placement_by_type.png
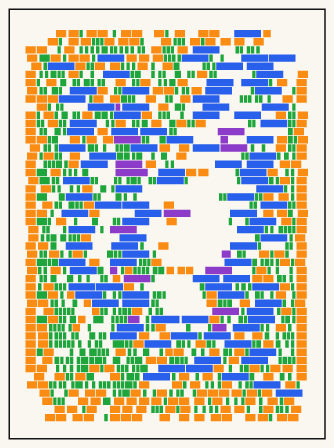
layer_met3.png
Bar = 20 um.
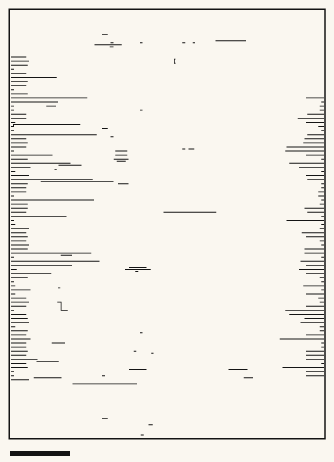
File: src/rtl/dmem_arbiter.sv
// Two-requester (cpu / debug) arbiter and sequencer in front of the single-port data memory.
// Each access runs IDLE -> ACCESS -> DONE; illegal addresses skip ACCESS and are acked with err.
module dmem_arbiter #(
  parameter int DATA_W     = 32,
  parameter int ADDR_W     = 32,
  parameter int MEM_BYTES  = 1024,
  parameter int FIXED_PRIO = 0
) (
  input  logic              clk,
  input  logic              rst_n,
  input  logic              cpu_req,
  input  logic              cpu_we,
  input  logic [ADDR_W-1:0] cpu_addr,
  input  logic [DATA_W-1:0] cpu_wdata,
  output logic [DATA_W-1:0] cpu_rdata,
  output logic              cpu_ack,
  output logic              cpu_err,
  output logic              cpu_stall,
  input  logic              dbg_req,
  input  logic              dbg_we,
  input  logic [ADDR_W-1:0] dbg_addr,
  input  logic [DATA_W-1:0] dbg_wdata,
  output logic [DATA_W-1:0] dbg_rdata,
  output logic              dbg_ack,
  output logic              dbg_err,
  output logic              mem_MemWrite,
  output logic              mem_MemRead,
  output logic [ADDR_W-1:0] mem_address,
  output logic [DATA_W-1:0] mem_write_data,
  input  logic [DATA_W-1:0] mem_read_data,
  output logic              busy
);

  typedef enum logic [1:0] {IDLE, ACCESS, DONE} state_t;

  localparam logic [ADDR_W-1:0] LAST_WORD = ADDR_W'(MEM_BYTES - 4);

  state_t            state, state_next;
  logic              owner_r;     // 1 = dbg owns the current transaction
  logic              last_grant;  // 1 = dbg was served last
  logic              we_r, err_r;
  logic [ADDR_W-1:0] addr_r, mem_addr_r;
  logic [DATA_W-1:0] wdata_r, mem_wdata_r, rdata_r;

  logic              any_req, grant_dbg, sel_we, addr_ok;
  logic [ADDR_W-1:0] sel_addr;
  logic [DATA_W-1:0] sel_wdata;

  function automatic logic addr_legal(input logic [ADDR_W-1:0] a);
    return (a[1:0] == 2'b00) && (a <= LAST_WORD);
  endfunction

  // Winner selection: a lone requester wins; ties go by FIXED_PRIO or round-robin.
  always_comb begin
    any_req   = cpu_req | dbg_req;
    grant_dbg = dbg_req && (!cpu_req || (FIXED_PRIO == 0 && !last_grant));
    sel_we    = grant_dbg ? dbg_we    : cpu_we;
    sel_addr  = grant_dbg ? dbg_addr  : cpu_addr;
    sel_wdata = grant_dbg ? dbg_wdata : cpu_wdata;
    addr_ok   = addr_legal(sel_addr);
  end

  always_ff @(posedge clk or negedge rst_n) begin
    if (!rst_n) state <= IDLE;
    else        state <= state_next;
  end

  always_comb begin
    state_next = state;
    case (state)
      IDLE:    if (any_req) state_next = addr_ok ? ACCESS : DONE;
      ACCESS:  state_next = DONE;
      DONE:    state_next = IDLE;
      default: state_next = IDLE;
    endcase
  end

  // Latched request copies; the memory bus registers only load on legal grants so they hold otherwise.
  always_ff @(posedge clk or negedge rst_n) begin
    if (!rst_n) begin
      owner_r     <= 1'b0;
      last_grant  <= 1'b1;
      we_r        <= 1'b0;
      err_r       <= 1'b0;
      addr_r      <= '0;
      wdata_r     <= '0;
      rdata_r     <= '0;
      mem_addr_r  <= '0;
      mem_wdata_r <= '0;
    end else begin
      case (state)
        IDLE: if (any_req) begin
          owner_r <= grant_dbg;
          we_r    <= sel_we;
          addr_r  <= sel_addr;
          wdata_r <= sel_wdata;
          rdata_r <= '0;
          err_r   <= !addr_ok;
          if (addr_ok) begin
            mem_addr_r  <= sel_addr;
            mem_wdata_r <= sel_wdata;
          end
        end
        ACCESS: if (!we_r) rdata_r <= mem_read_data;
        DONE: begin
          last_grant <= owner_r;
          err_r      <= 1'b0;
        end
        default: ;
      endcase
    end
  end

  always_comb begin
    mem_MemWrite   = 1'b0;
    mem_MemRead    = 1'b0;
    mem_address    = mem_addr_r;
    mem_write_data = mem_wdata_r;
    cpu_ack        = 1'b0;
    cpu_err        = 1'b0;
    cpu_rdata      = '0;
    dbg_ack        = 1'b0;
    dbg_err        = 1'b0;
    dbg_rdata      = '0;
    busy           = (state != IDLE);
    case (state)
      ACCESS: begin
        mem_MemWrite = we_r;
        mem_MemRead  = !we_r;
      end
      DONE: begin
        if (owner_r) begin
          dbg_ack   = 1'b1;
          dbg_err   = err_r;
          dbg_rdata = rdata_r;
        end else begin
          cpu_ack   = 1'b1;
          cpu_err   = err_r;
          cpu_rdata = rdata_r;
        end
      end
      default: ;
    endcase
  end

  assign cpu_stall = cpu_req & ~cpu_ack;

  // addr_r/wdata_r mirror the granted request for the whole transaction.
  logic unused_copy;
  assign unused_copy = ^{addr_r, wdata_r};

endmodule
File: config.mk
export PLATFORM = sky130hd
export DESIGN_NAME = dmem_arbiter
export DESIGN_NICKNAME = d
export VERILOG_FILES = /design/src/rtl/dmem_arbiter.sv
export SDC_FILE = /design/constraint.sdc
export NUM_CORES = 1
export LEC_CHECK = 0
export ABC_AREA = 1
export CAP_MARGIN = 25
export CORE_ASPECT_RATIO = 1.4
export CORE_MARGIN = 5
export CORE_UTILIZATION = 42
export CTS_CLUSTER_DIAMETER = 150
export DETAILED_ROUTE_END_ITERATION = 10
export GPL_ROUTABILITY_DRIVEN = 1
export PLACE_DENSITY = 0.87
export SLEW_MARGIN = 20
export SYNTH_ARGS = -nofsm -noshare
export SYNTH_HDL_FRONTEND = slang
export SYNTH_SLANG_ARGS = --single-unit
File: constraint.sdc
create_clock -name clk -period 4.6 [get_ports clk]
set_clock_uncertainty 0.1 [all_clocks]
set_input_delay 0.92 -clock clk [delete_from_list [all_inputs] [get_ports clk]]
set_output_delay 0.92 -clock clk [all_outputs]
set_load 0.02 [all_outputs]
==> impl_metrics.csv <==
group,metric,value,unit
setup_path,critPathLaunchType,"input port",
power,total_power,2.08,mW
placed_design,io_buffers,301,
cts,cts_tree,"done",
setup_path,slowest_stage,"clkdlybuf4s50_1",
cells_and_area,drive_gt1_frac,0.0403,
detailed_routing,wl_met2,9.19,mm
final_timing,fmax,286,MHz
placed_design,gp_congestion,0.859,
setup_path,cp_top_family,"buffers and inverters",
logic_synthesis,top_logic_kind,"simple AND/OR/NAND/NOR gates",
logic_synthesis,ys_sh_xor,0,
power,sw_frac_of_total,0.259,
setup_path,critical_path_buf_inv_count,4,
setup_path,crit_top_cell,"nand2_1",
setup_path,cp-end-kind,"register",
logic_synthesis,synthSimpleGateAreaFrac,0.353,
logic_synthesis,mux_area_frac,0.0152,
cells_and_area,clkbuf_count,10,
cells_and_area,final_common_cell,"nand2_1",
cts,postCtsSetupRepairBufs,0,
final_timing,finalSetupTns,0,ns
setup_path,cp-startpoint,"dbg_req",
detailed_routing,wirelength,17.3,mm
floorplan,fp_util,0.428,
logic_synthesis,netlist.top_cell.by_area,"dfrtp_1",
detailed_routing,detail-route-antenna-nets,0,
cells_and_area,antenna_cells,0,
grt,grt.busiest_layer,"met2",
power,p_per_area,241,nW/um^2
setup_path,crit_chain,"clkdlybuf4s50_1, nand2_2, inv_1, nand2_1, nand2_1, nor2_1, nand2_1, nor2_2, nand3_2, buf_4, nand2_1, inv_2",
setup_path,path_class,"input port to register",
setup_path,r2r_start,"last_grant",
cts,postCtsHoldBufs,0,
final_timing,hold_slack,0.367,ns
logic_synthesis,ys_types,22,
floorplan,ioPinCount,302,
power,switching_power,0.537,mW
grt,grt_usage,0.218,
worst_hold_path,min_to,"mem_address[20]",
setup_path,cp.depth,12,
logic_synthesis,postSynthCellCount,735,
final_timing,tightest_slew,0.963,ns
detailed_routing,top_layer,"met4",
cts,root_buffer,"clkbuf_16",
cts,cts_buffer_depth,2,
floorplan,dieArea,14900,sq um
grt,grt_max_degree,61,
cells_and_area,seq_cell_count,102,
placed_design,dp_slack,0.769,ns
flow_run,tool_warnings,26,
logic_synthesis,post_synth.cell_area_avg,7.17,sq um
setup_path,cpPeakStageDelay,0.82,ns
cells_and_area,comb_cells,496,
power,p_seq,0.912,mW
logic_synthesis,syn-num-nets,901,
detailed_routing,met1_length,6.64,mm
final_timing,slew_headroom,0.357,
detailed_routing,via_per_inst,4.75,
setup_path,cp.arrival,3.67,ns
cts,clk_latency,0.33,ns
grt,globalRouteMet2Util,0.401,
cells_and_area,inv_count,92,
logic_synthesis,edf_count,0,
final_timing,rsz0062_at_grt,"no",
power,power_leader,"sequential cells",
cells_and_area,instances_no_fill,1168,
floorplan,die.size.y,142,um
outcome,status,"complete, no violations",
detailed_routing,drt_iter0_markers,215,
logic_synthesis,synth_area,5270,sq um
logic_synthesis,ys_top_cells_by_area,"dfrtp_1, nand2_1, inv_1",
power,power.share.combinational,0.191,
setup_path,rrSetupSlack,1.82,ns
setup_path,r2r-end,"mem_write_data[17]",
floorplan,die_w,105,um
cells_and_area,area_growth,63.9,%
logic_synthesis,synth_dominant_cell_count,"nand2_1",
final_timing,setup_slack,1.10,ns
logic_synthesis,yosys.area.top_type_share,0.480,
Notes on placement_by_type.png above:
| class | color | cells | share of their area |
|---|---|---|---|
| sequential cells | blue | 102 | 30% |
| remaining buffers and delay cells | orange | 312 | 37% |
| combinational and other logic | green | 588 | 29% |
| clock drivers and dummy loads | purple | 16 | 3.7% |
Std-Cell Rows: 48
fraction of area in registers: 0.296
post-layout util: 0.701

Notes on layer_met3.png above:
nets with wire on the layer: 179
longest straight run: 29.2 um
wire length on this layer: 1070 um

Power and IR drop assume default switching activity.
